congestion_map.png
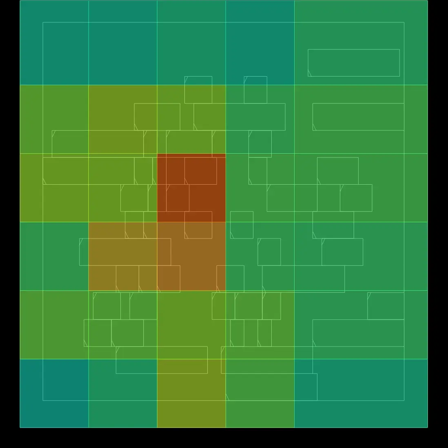
pinout.png
Pins as bars across the die edge, other pins in grey.
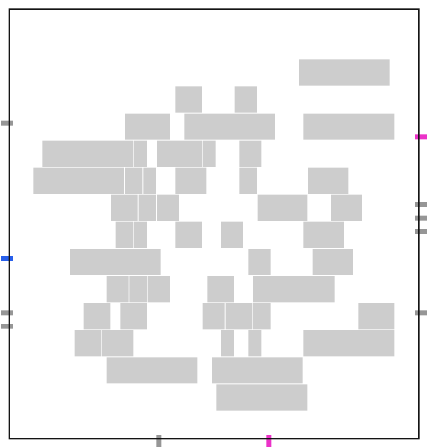
clock_wires.png
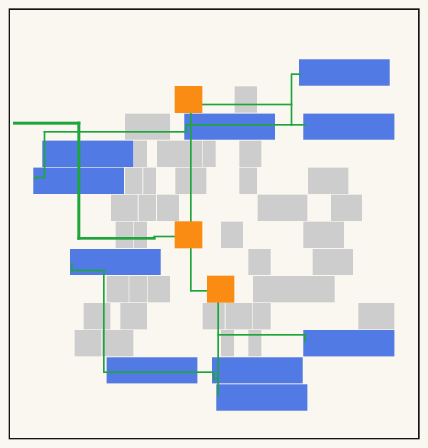
--- config.mk ---
export PLATFORM = sky130hd
export DESIGN_NAME = conv_encoder_param
export DESIGN_NICKNAME = d
export VERILOG_FILES = /design/src/rtl/conv_encoder_param.sv
export SDC_FILE = /design/constraint.sdc
export NUM_CORES = 1
export LEC_CHECK = 0
export CORE_AREA = 2 2 39 41
export DETAILED_ROUTE_END_ITERATION = 10
export DIE_AREA = 0 0 41 43
export DONT_BUFFER_PORTS = 1
export GPL_ROUTABILITY_DRIVEN = 0
export SYNTH_ARGS = -nofsm -noshare
export SYNTH_HDL_FRONTEND = slang
export SYNTH_SLANG_ARGS = --single-unit
--- constraint.sdc ---
create_clock -name CLK -period 1.57 [get_ports CLK]
set_clock_uncertainty 0.1 [all_clocks]
set_input_delay 0.314 -clock CLK [delete_from_list [all_inputs] [get_ports CLK]]
set_output_delay 0.314 -clock CLK [all_outputs]
set_load 0.02 [all_outputs]
--- src/rtl/conv_encoder_param.sv ---
// Rate-1/N convolutional encoder, constraint length K, with valid/ready streaming
// and optional zero-tail flush that returns the encoder to the all-zero state per frame.
module conv_encoder_param #(
    parameter int             K       = 3,
    parameter int             N       = 2,
    parameter logic [N*K-1:0] G       = 6'b101_111,
    parameter bit             TAIL_EN = 1'b1
) (
    input  logic         CLK,
    input  logic         RST_N,
    input  logic         in_valid,
    output logic         in_ready,
    input  logic         in_bit,
    input  logic         in_last,
    output logic         out_valid,
    input  logic         out_ready,
    output logic [N-1:0] out_sym,
    output logic         out_last
);
    localparam int TW = $clog2(K) + 1;

    typedef enum logic {DATA, FLUSH} state_t;

    state_t          state_reg, state_next;
    logic [K-2:0]    sr_reg, sr_next;
    logic [TW-1:0]   tail_cnt_reg, tail_cnt_next;
    logic            out_valid_reg, out_valid_next;
    logic            out_last_reg, out_last_next;
    logic [N-1:0]    out_sym_reg, out_sym_next;

    logic            cur_bit;
    logic [K-1:0]    window;
    logic [N-1:0]    sym;
    logic            slot_free;

    // Tail bits are zeros; window[j] is the bit accepted j steps ago.
    assign cur_bit = (state_reg == DATA) ? in_bit : 1'b0;
    assign window  = {sr_reg, cur_bit};

    genvar gi;
    generate
        for (gi = 0; gi < N; gi++) begin : g_sym
            assign sym[gi] = ^(G[gi*K +: K] & window);
        end
    endgenerate

    assign slot_free = !out_valid_reg || out_ready;
    assign in_ready  = (state_reg == DATA) && slot_free;

    always_ff @(posedge CLK or negedge RST_N) begin
        if (!RST_N) begin
            state_reg     <= DATA;
            sr_reg        <= '0;
            tail_cnt_reg  <= '0;
            out_valid_reg <= 1'b0;
            out_last_reg  <= 1'b0;
            out_sym_reg   <= '0;
        end else begin
            state_reg     <= state_next;
            sr_reg        <= sr_next;
            tail_cnt_reg  <= tail_cnt_next;
            out_valid_reg <= out_valid_next;
            out_last_reg  <= out_last_next;
            out_sym_reg   <= out_sym_next;
        end
    end

    always_comb begin
        state_next     = state_reg;
        sr_next        = sr_reg;
        tail_cnt_next  = tail_cnt_reg;
        out_valid_next = out_valid_reg;
        out_last_next  = out_last_reg;
        out_sym_next   = out_sym_reg;

        if (slot_free) begin
            // Slot drained with nothing new: drop valid; overwritten below on a load.
            out_valid_next = 1'b0;
            out_last_next  = 1'b0;
            if (state_reg == DATA) begin
                if (in_valid) begin
                    out_sym_next   = sym;
                    out_valid_next = 1'b1;
                    sr_next        = window[K-2:0];
                    if (in_last) begin
                        if (TAIL_EN) begin
                            state_next    = FLUSH;
                            tail_cnt_next = TW'(K - 1);
                        end else begin
                            out_last_next = 1'b1;
                            sr_next       = '0;
                        end
                    end
                end
            end else begin
                out_sym_next   = sym;
                out_valid_next = 1'b1;
                sr_next        = window[K-2:0];
                tail_cnt_next  = tail_cnt_reg - TW'(1);
                if (tail_cnt_reg == TW'(1)) begin
                    out_last_next = 1'b1;
                    state_next    = DATA;
                end
            end
        end
    end

    assign out_valid = out_valid_reg;
    assign out_last  = out_last_reg;
    assign out_sym   = out_sym_reg;
endmodule

==> impl_metrics.tcl <==
# metrics dict for downstream scripts
set metrics [dict create \
    power_clock_uw 168 \
    hold_path_class "input port to flip-flop" \
    max_stage_delay_ns 0.38 \
    core_area_mm2 0.00138 \
    power_uw 945 \
    cts.clk_slew.worst_paths_ns 0.06 \
    synthTopLogicFamily "simple AND/OR/NAND/NOR gates" \
    r2r-start "state_reg$_DFFE_PN0P_" \
    p_sw_frac 0.354 \
    grt_pass1_wl_mm 1.46 \
    antenna_found_initial 0 \
    seqCellArea_um2 250 \
    final_common_cell "dfrtp_1" \
    synthMuxAreaShare 0.0655 \
    fill_cells 139 \
    synth_cells 46 \
    dpl.cell_count 61 \
    die-area_mm2 0.00176 \
    clockBufferDepth 2 \
    yosys.area_share.xor_xnor 0.0607 \
    cts_setup_buffers 0 \
    switching_power_uw 334 \
    ir_drop_mv 0.650 \
    fin_setup_tns_ns 0 \
    crit_required_ns 1.16 \
    ys.flop_type "dfrtp_1" \
    hp-start "in_valid" \
    ys_sh_aoi 0.0971 \
    cp_num_buf_inv 0 \
    p_per_area_mw_per_mm2 1670 \
    ys_top_cells_by_area "dfrtp_1 49%, mux2_2 6.6%, ha_1 4.9%" \
    startpoint "out_valid$_DFFE_PN0P_" \
    fp_util 0.373 \
    fin_area_um2 564 \
    hold_viol_final 0 \
    area_growth_pct 9.47 \
    critPathSlowestCell "dfrtp_1" \
    top_cell "dfrtp_1" \
    htreeDepth 1 \
    edf_count 0 \
    synth_seq_share 0.485 \
    ys_sh_adder 0.0485 \
    p_leak_nw 0.266 \
    tightest_slew_ns 0.458 \
    cp_max_fo 8 \
    p_comb_frac 0.335 \
    relSlewSlack 0.694 \
    power_top_consumer "sequential cells" \
    drcViolationCount 0 \
    hold_slack_ns 0.0720 \
    drive_gt1_frac 0.265 \
    p_seq_uw 460 \
    comb_area_um2 243 \
    avgViaCountPerCell 5.06 \
    grt_pass1_vias 360 \
    grt_max_degree 11 \
    start_kind "flip-flop" \
    pre_cts_ws_ns 0.177 \
    clkSinkCount 10 \
    row_count 14 \
    layout_min_cycle_time_ns 1.48 \
    status "finished, final reports clean" \
    yosys_cells 46 \
    yosysTopAreaCell "dfrtp_1" \
    num_io_pins 11 \
    crit_type "flip-flop to output pin" \
    synthesis.nets 54 \
    final_cells 65 \
    largest_reg_flops 3 \
    ys_ff 10 \
    numCtsBuffers 3 \
    place_hpwl_um 692 \
    maxCapViolations 0 \
    grt.met2_usage 0.178 \
    ys_warn_count 0 \
    routed_wl_um 869 \
    vias 329 \
    internal-power_uw 610 \
    seq_power_share 0.487 \
    common_cells "10 x dfrtp_1, 3 x inv_1, 3 x mux2_2, 3 x o21ai_0" \
    crit_arrival_ns 1.06 \
    clock-root-buffer "clkbuf_4" \
    slew_viol_final 0 \
    ys_types 24 \
    rsz0062_at_grt "false" \
    ys_sh_simple 0.189 \
    p_clk_frac 0.178 \
    placed_cell_area_um2 527 \
    max_freq_ghz 0.677 \
    top_cell_area_share 0.485 \
    ys_area_um2 515 \
    drt_iter0_markers 1 \
    clk_latency_ns 0.25 \
    fin_nets 59 \
    crit_family "simple AND/OR/NAND/NOR gates" \
    powerComb_uw 317 \
    cts_tree "yes" \
    wl_per_cell_um 13.4 \
    setup_ws_ns 0.0925 \
    critPathCaptureType "output pin" \
    overflow 0 \
    synth-async-reset-ratio 1.00 \
    period_used_share 0.941 \
    ant_nets 0 \
    setup_violations 0 \
    crit_chain "nor2b_2 > nor2_2" \
    dr.pass1.iters 4 \
    syn_area_per_cell_um2 11.2 \
    diodes 0 \
    syn-cell-area_um2 515 \
    tool_warnings 27 \
]
-- congestion_map.png (at the start) --
grt met3 use: 0.0366
global route hottest layer: met2
GR Util met1: 0.159
total global-route track usage: 0.126
Final Util: 0.408

-- pinout.png (at the start) --
- magenta: out_sym (pins 2; direction output; edge 1 south, 1 east)
- blue: in_last (pins 1; direction input; edge west)
- all pins by edge: 5 east, 4 west, 2 south
Die Height: 43 µm
DIE WIDTH: 41 µm
port buffer count: 0

-- clock_wires.png (at the start) --
- orange: clock-net drivers (count 3)
- green: clock wires (length 146 µm)
- blue: flip-flops (count 10)
- routed clock nets: 4

-- final timing paths --
| check | to | slack, ns | cells past startpoint |
|---|---|---|---|
| worst max-delay path | in_ready | 0.09 | 2 |
| worst min-delay path | out_valid$_DFFE_PN0P_ | 0.07 | 1 |
| worst max register to register | sr_reg[1]$_DFFE_PN0P_ | 0.18 | 3 |
| worst min register to register | tail_cnt_reg[1]$_DFFE_PN0P_ | 0.40 | 1 |
| max in group asynchronous | tail_cnt_reg[1]$_DFFE_PN0P_ | 0.72 | 1 |
| min in group asynchronous | sr_reg[0]$_DFFE_PN0P_ | 0.34 | 1 |
-- cell type report --
| cell class | instances | share of cell area |
|---|---|---|
| inverter | 3 | 0.0200 |
| clock buffer | 3 | 0.0399 |
| timing repair buffer | 2 | 0.0310 |
| tap | 16 | 0.0355 |
| sequential | 10 | 0.443 |
| multi-input combinational | 31 | 0.430 |
-- cells by family after synthesis --
| kind of cell | after synthesis |
|---|---|
| and+or+nand+nor | 16 |
| AOI/OAI and AO/OA | 8 |
| xor gates and xnor gates | 2 |
| adders and majority gates | 2 |
| DFF | 10 |
| buffers and inverters | 5 |
| muxes | 3 |
-- worst reg2reg max path, cell delays in order (launching register included) --
cell	delay [ns]
dfrtp_1	0.57
nor2_2	0.10
nor2_2	0.16
mux2_2	0.35
-- what timing repair did --
action	in CTS	in global routing
endpoints found under the setup margin	1	0
endpoints found under the hold margin	10	0
resized	2	0
hold buffers	1	0
-- per-layer routing --
layer	wire, µm	share of wire	vias to the layer above
met4	11	0.013	0
li1	-	-	161
met3	79	0.091	2
met5	0	0	-
met1	389	0.45	155
met2	389	0.45	11
